File: src/rtl/extnet_frame_sched.sv
// Frame scheduler: free-running raster for the extnet datapath, pulls RGB pixels in the active area of each issued frame.
// Latency: dp_* registered 1 cycle after the raster; src_ready ignores src_valid (a missing pixel becomes zero, sticky underrun).
module extnet_frame_sched #(
    parameter int HEIGHT    = 480,
    parameter int WIDTH     = 640,
    parameter int W_HEIGHT  = 525,
    parameter int W_WIDTH   = 800,
    parameter int UINT_BITW = 8,
    parameter int FCNT_BITW = 8
) (
    input  logic                         clock,
    input  logic                         n_rst,
    input  logic                         start,
    input  logic [FCNT_BITW-1:0]         num_frames,
    input  logic [UINT_BITW*3-1:0]       src_pixel,
    input  logic                         src_valid,
    output logic                         src_ready,
    output logic [UINT_BITW*3-1:0]       dp_y,
    output logic [$clog2(W_HEIGHT)-1:0]  dp_vcnt,
    output logic [$clog2(W_WIDTH)-1:0]   dp_hcnt,
    input  logic [$clog2(W_HEIGHT)-1:0]  dp_out_vcnt,
    input  logic [$clog2(W_WIDTH)-1:0]   dp_out_hcnt,
    output logic                         busy,
    output logic                         frame_done,
    output logic [FCNT_BITW-1:0]         frames_done,
    output logic                         underrun
);
    localparam int VW = $clog2(W_HEIGHT);
    localparam int HW = $clog2(W_WIDTH);
    localparam logic [VW-1:0] V_LAST  = VW'(W_HEIGHT - 1);
    localparam logic [HW-1:0] H_LAST  = HW'(W_WIDTH - 1);
    localparam logic [VW-1:0] V_ACT   = VW'(HEIGHT);
    localparam logic [HW-1:0] H_ACT   = HW'(WIDTH);
    localparam logic [VW-1:0] V_OLAST = VW'(HEIGHT - 1);
    localparam logic [HW-1:0] H_OLAST = HW'(WIDTH - 1);
    localparam logic [VW-1:0] V_ONE   = VW'(1);
    localparam logic [HW-1:0] H_ONE   = HW'(1);
    localparam logic [FCNT_BITW-1:0] F_ONE = FCNT_BITW'(1);

    typedef enum logic [1:0] {IDLE, ARMED, RUN} state_t;

    state_t                 state;
    state_t                 state_nxt;
    logic [VW-1:0]          cur_v;
    logic [HW-1:0]          cur_h;
    logic                   last;
    logic                   act;
    logic                   start_acc;
    logic                   frame_start;
    logic [FCNT_BITW-1:0]   remaining;
    logic [FCNT_BITW-1:0]   pending;
    logic                   out_act;

    assign last        = (cur_v == V_LAST) && (cur_h == H_LAST);
    assign act         = (cur_v < V_ACT) && (cur_h < H_ACT);
    assign start_acc   = (state == IDLE) && start;
    assign frame_start = (state == RUN) && (cur_v == '0) && (cur_h == '0);
    assign src_ready   = (state == RUN) && act;
    assign frame_done  = out_act && (dp_out_vcnt == V_OLAST) && (dp_out_hcnt == H_OLAST);
    assign busy        = (state != IDLE) || (pending != '0);

    always_comb begin
        state_nxt = state;
        case (state)
            IDLE:    if (start) state_nxt = ARMED;
            ARMED:   if (last) state_nxt = RUN;
            RUN:     if (last && (remaining == F_ONE)) state_nxt = IDLE;
            default: state_nxt = IDLE;
        endcase
    end

    always_ff @(posedge clock or negedge n_rst) begin
        if (!n_rst) state <= IDLE;
        else        state <= state_nxt;
    end

    // The raster never stalls: the datapath has no enable.
    always_ff @(posedge clock or negedge n_rst) begin
        if (!n_rst) begin
            cur_v <= '0;
            cur_h <= '0;
        end else if (cur_h == H_LAST) begin
            cur_h <= '0;
            cur_v <= (cur_v == V_LAST) ? '0 : cur_v + V_ONE;
        end else begin
            cur_h <= cur_h + H_ONE;
        end
    end

    always_ff @(posedge clock or negedge n_rst) begin
        if (!n_rst) begin
            remaining <= '0;
        end else if (start_acc) begin
            remaining <= (num_frames == '0) ? F_ONE : num_frames;
        end else if ((state == RUN) && last) begin
            remaining <= remaining - F_ONE;
        end
    end

    always_ff @(posedge clock or negedge n_rst) begin
        if (!n_rst) begin
            dp_vcnt  <= '0;
            dp_hcnt  <= '0;
            dp_y     <= '0;
            underrun <= 1'b0;
        end else begin
            dp_vcnt <= cur_v;
            dp_hcnt <= cur_h;
            dp_y    <= (src_ready && src_valid) ? src_pixel : '0;
            if (start_acc)                   underrun <= 1'b0;
            else if (src_ready && !src_valid) underrun <= 1'b1;
        end
    end

    // Output-side tracking: only datapath frames that were fed by a RUN frame are reported.
    always_ff @(posedge clock or negedge n_rst) begin
        if (!n_rst) begin
            pending     <= '0;
            out_act     <= 1'b0;
            frames_done <= '0;
        end else begin
            case ({frame_start, frame_done})
                2'b10:   pending <= pending + F_ONE;
                2'b01:   pending <= pending - F_ONE;
                default: pending <= pending;
            endcase
            if (frame_done)
                out_act <= 1'b0;
            else if ((dp_out_vcnt == '0) && (dp_out_hcnt == '0) && (pending > FCNT_BITW'(out_act)))
                out_act <= 1'b1;
            if (start_acc)
                frames_done <= '0;
            else if (frame_done && (frames_done != '1))
                frames_done <= frames_done + F_ONE;
        end
    end
endmodule

File: config.mk
export PLATFORM = sky130hd
export DESIGN_NAME = extnet_frame_sched
export DESIGN_NICKNAME = d
export VERILOG_FILES = /design/src/rtl/extnet_frame_sched.sv
export SDC_FILE = /design/constraint.sdc
export NUM_CORES = 1
export LEC_CHECK = 0
export ABC_AREA = 1
export CAP_MARGIN = 10
export CORE_MARGIN = 1
export CORE_UTILIZATION = 50
export DETAILED_ROUTE_END_ITERATION = 10
export PLACE_DENSITY_LB_ADDON = 0.08
export SYNTH_ARGS = -nofsm -noshare
export SYNTH_HDL_FRONTEND = slang
export SYNTH_SLANG_ARGS = --single-unit
File: constraint.sdc
create_clock -name clock -period 2.4 [get_ports clock]
set_input_delay 0.48 -clock clock [delete_from_list [all_inputs] [get_ports clock]]
set_output_delay 0.48 -clock clock [all_outputs]
set_load 0.02 [all_outputs]
==> images/met1.png <==
Supply wires on this layer in gray.
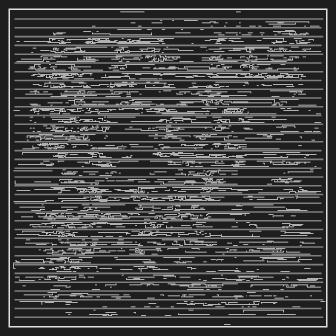
longest straight run: 44.2 um
main direction: horizontal
nets with wire on the layer: 725
global-route met1 utilization: 31.76%
DR vias: 4343
final wirelength: 11310 um

==> images/met2.png <==
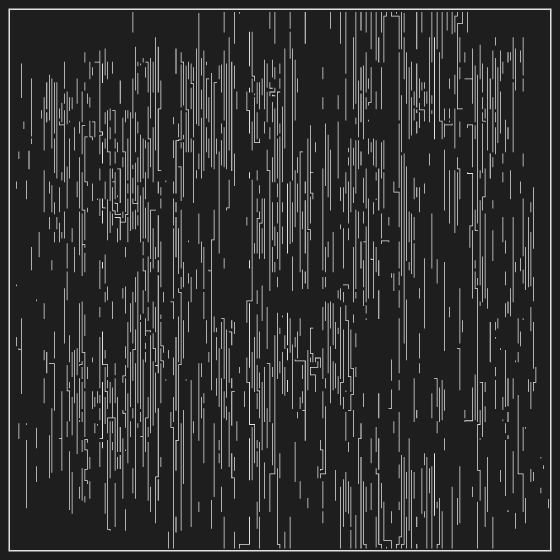
nets with wire on the layer: 675
main direction: vertical
share of all routed wire: 50%
GR Util met2: 41.98%

==> impl_metrics.json <==
{
  "status": "complete, but fails checks",
  "failed_checks": "DRC, setup timing",
  "grt.busiest_layer": "met2",
  "drv_slew": 0,
  "nNonClkBuffers": 162,
  "p_per_area_mw_per_mm2": 415.8,
  "crit_family": "buffers and inverters",
  "tap-cell-count": 108,
  "logic_family": "simple AND/OR/NAND/NOR gates",
  "clkSinkCount": 92,
  "rows": 34,
  "setup_viol": 3,
  "synth-main-ff-cell": "dfrtp_1",
  "aoi_share_pct": 4.207,
  "synth-edff-count": 0,
  "cts-hold-fix-buffers": 0,
  "track_usage_pct": 24.30,
  "io_buffers": 111,
  "cp_max_fo": 2,
  "tightest_slew_ps": 622.3,
  "cp-start-kind": "primary input",
  "hold_viol": 0,
  "dpl.cell_count": 841,
  "wl_per_cell_um": 13.15,
  "met3_length_um": 502,
  "min_period_over_period_pct": 100.8,
  "flop-count": 92,
  "fin_nets": 819,
  "ys_cells": 583,
  "multiInputGateArea_mm2": 0.002034,
  "clkTransAtPathRegs_ps": 90,
  "design_area_mm2": 0.006476,
  "comb_cells": 395,
  "top_register": "dp_y",
  "cts_tree": "yes",
  "dp_hpwl_um": 8466,
  "worst_path_largest_cell_delay_ps": 480,
  "drtIter0Drc": 178,
  "seq_area_share_pct": 35.55,
  "yosysUniqueCellTypes": 31,
  "path_cells": "clkdlybuf4s50_1 -> inv_1 -> nor2_1 -> nand2_1 -> nor4_4 -> dlygate4sd2_1",
  "endpoint_kind": "output port",
  "area_growth_pct": 40.50,
  "ys_seq_share_pct": 49.95,
  "yosysMostFrequentCell": "nand2_1",
  "simple_gate_area_share_pct": 31.43,
  "ant_nets": 0,
  "wl_met1_um": 5029,
  "dp_slack_ps": -478.2,
  "clock_skew_ps": 9.209,
  "vias_per_cell": 5.050,
  "nonClkBufAreaFrac_pct": 23.22,
  "period_minus_slack_ps": 2419,
  "highest_layer": "met4",
  "yosysTopAreaCellShare_pct": 49.95,
  "ys_chip_area_mm2": 0.004609,
  "n_antenna_cell": 0,
  "met3_usage_pct": 4.295,
  "antenna_found_initial": 0,
  "async_reset_ff_share_pct": 100.0,
  "yosysWarnings": 0,
  "setup_ws_ps": -19.48,
  "io_pins": 112,
  "peakVddDrop_v": 0.0002894,
  "worstSetupPathType": "primary input to output port",
  "fin_total_pwr_uw": 2693,
  "relSlewSlack_pct": 58.51,
  "place_area_mm2": 0.006201,
  "topCellsByArea": "dfrtp_1, nand2_1, nor2_1, inv_1, nand3_1",
  "crit_arrival_ps": 1940,
  "synthCells": 583,
  "cts-root-buf": "clkbuf_8",
  "fp.dieH_um": 98.02,
  "cp.depth": 6,
  "whs_ps": 121.1,
  "p_leak_uw": 0.003372,
  "grt_pass1_wl_um": 18900,
  "gp_congestion": 0.8852,
  "seq_area_mm2": 0.002302,
  "ctsResizeCount": 5,
  "syn-num-nets": 655,
  "fmaxAchievable_ghz": 0.4133,
  "grt-ovfl-total": 0,
  "drive_gt1_share_pct": 12.23,
  "grt_pass1_vias": 4168,
  "cts_buffers": 9,
  "route.met2.wl_um": 5662,
  "drc_errors": 9,
  "crit_required_ps": 1920,
  "holdCritPathClass": "primary input to asynchronous set/reset pin",
  "top_area_cell_class": "sequential cells",
  "first_pass_iters": 8,
  "r2r-start": "cur_h[8]",
  "inv_count": 87,
  "top_area_cell": "dfrtp_1",
  "reg2reg_slack_ps": -10,
  "core_mm2": 0.008806,
  "htree_levels": 3,
  "cap_violations": 0,
  "adder_share_pct": 4.506,
  "synth-xor-area-share_pct": 1.900,
  "insertion_delay_ps": 360,
  "cp_num_buf_inv": 3,
  "finalSetupTns_ps": -41.94,
  "clock_cell_area_share_pct": 2.685,
  "rr_worst_depth": 14,
  "final_core_utilization_pct": 73.54,
  "largest_register_ffs": 24
}
==> images/met3.png <==
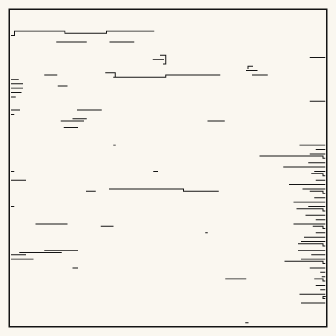
main direction: horizontal
share of all routed wire: 4.4%
longest straight run: 23.0 um

==> images/met4.png <==
The bar under the picture is 20 um long. Supply wires on this layer in gray. Cells faint in the background.
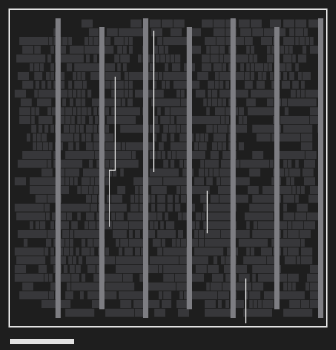
share of all routed wire: 1.0%
main direction: vertical
wire length on this layer: 118 um
longest straight run: 43.5 um

## where the power goes
part	switching [uW]	leakage, uW	internal [uW]
registers	0.0118	0.00123	1550
clock network	574	0.0000886	387
logic	73.7	0.00205	109
## placed cells by master, fill, tap and decap left out, types with 3 or more instances in the layout
cell             synthesis  routed
nand3_4                  1       3
dfrtp_1                 92      92
clkdlybuf4s50_1          0     107
a21oi_1                 11       9
clkbuf_8                 0       9
nand4_1                 19      19
o21ai_0                 22      20
xor2_1                   6       6
nand3b_1                 5       5
inv_2                    1       5
buf_4                    1      51
nand3_1                 53      51
nand2_1                150     148
nor3_1                   9       7
xnor2_1                  4       4
nor2_1                  86      86
ha_1                    15      13
inv_1                   85      81
Power and IR drop assume default switching activity.
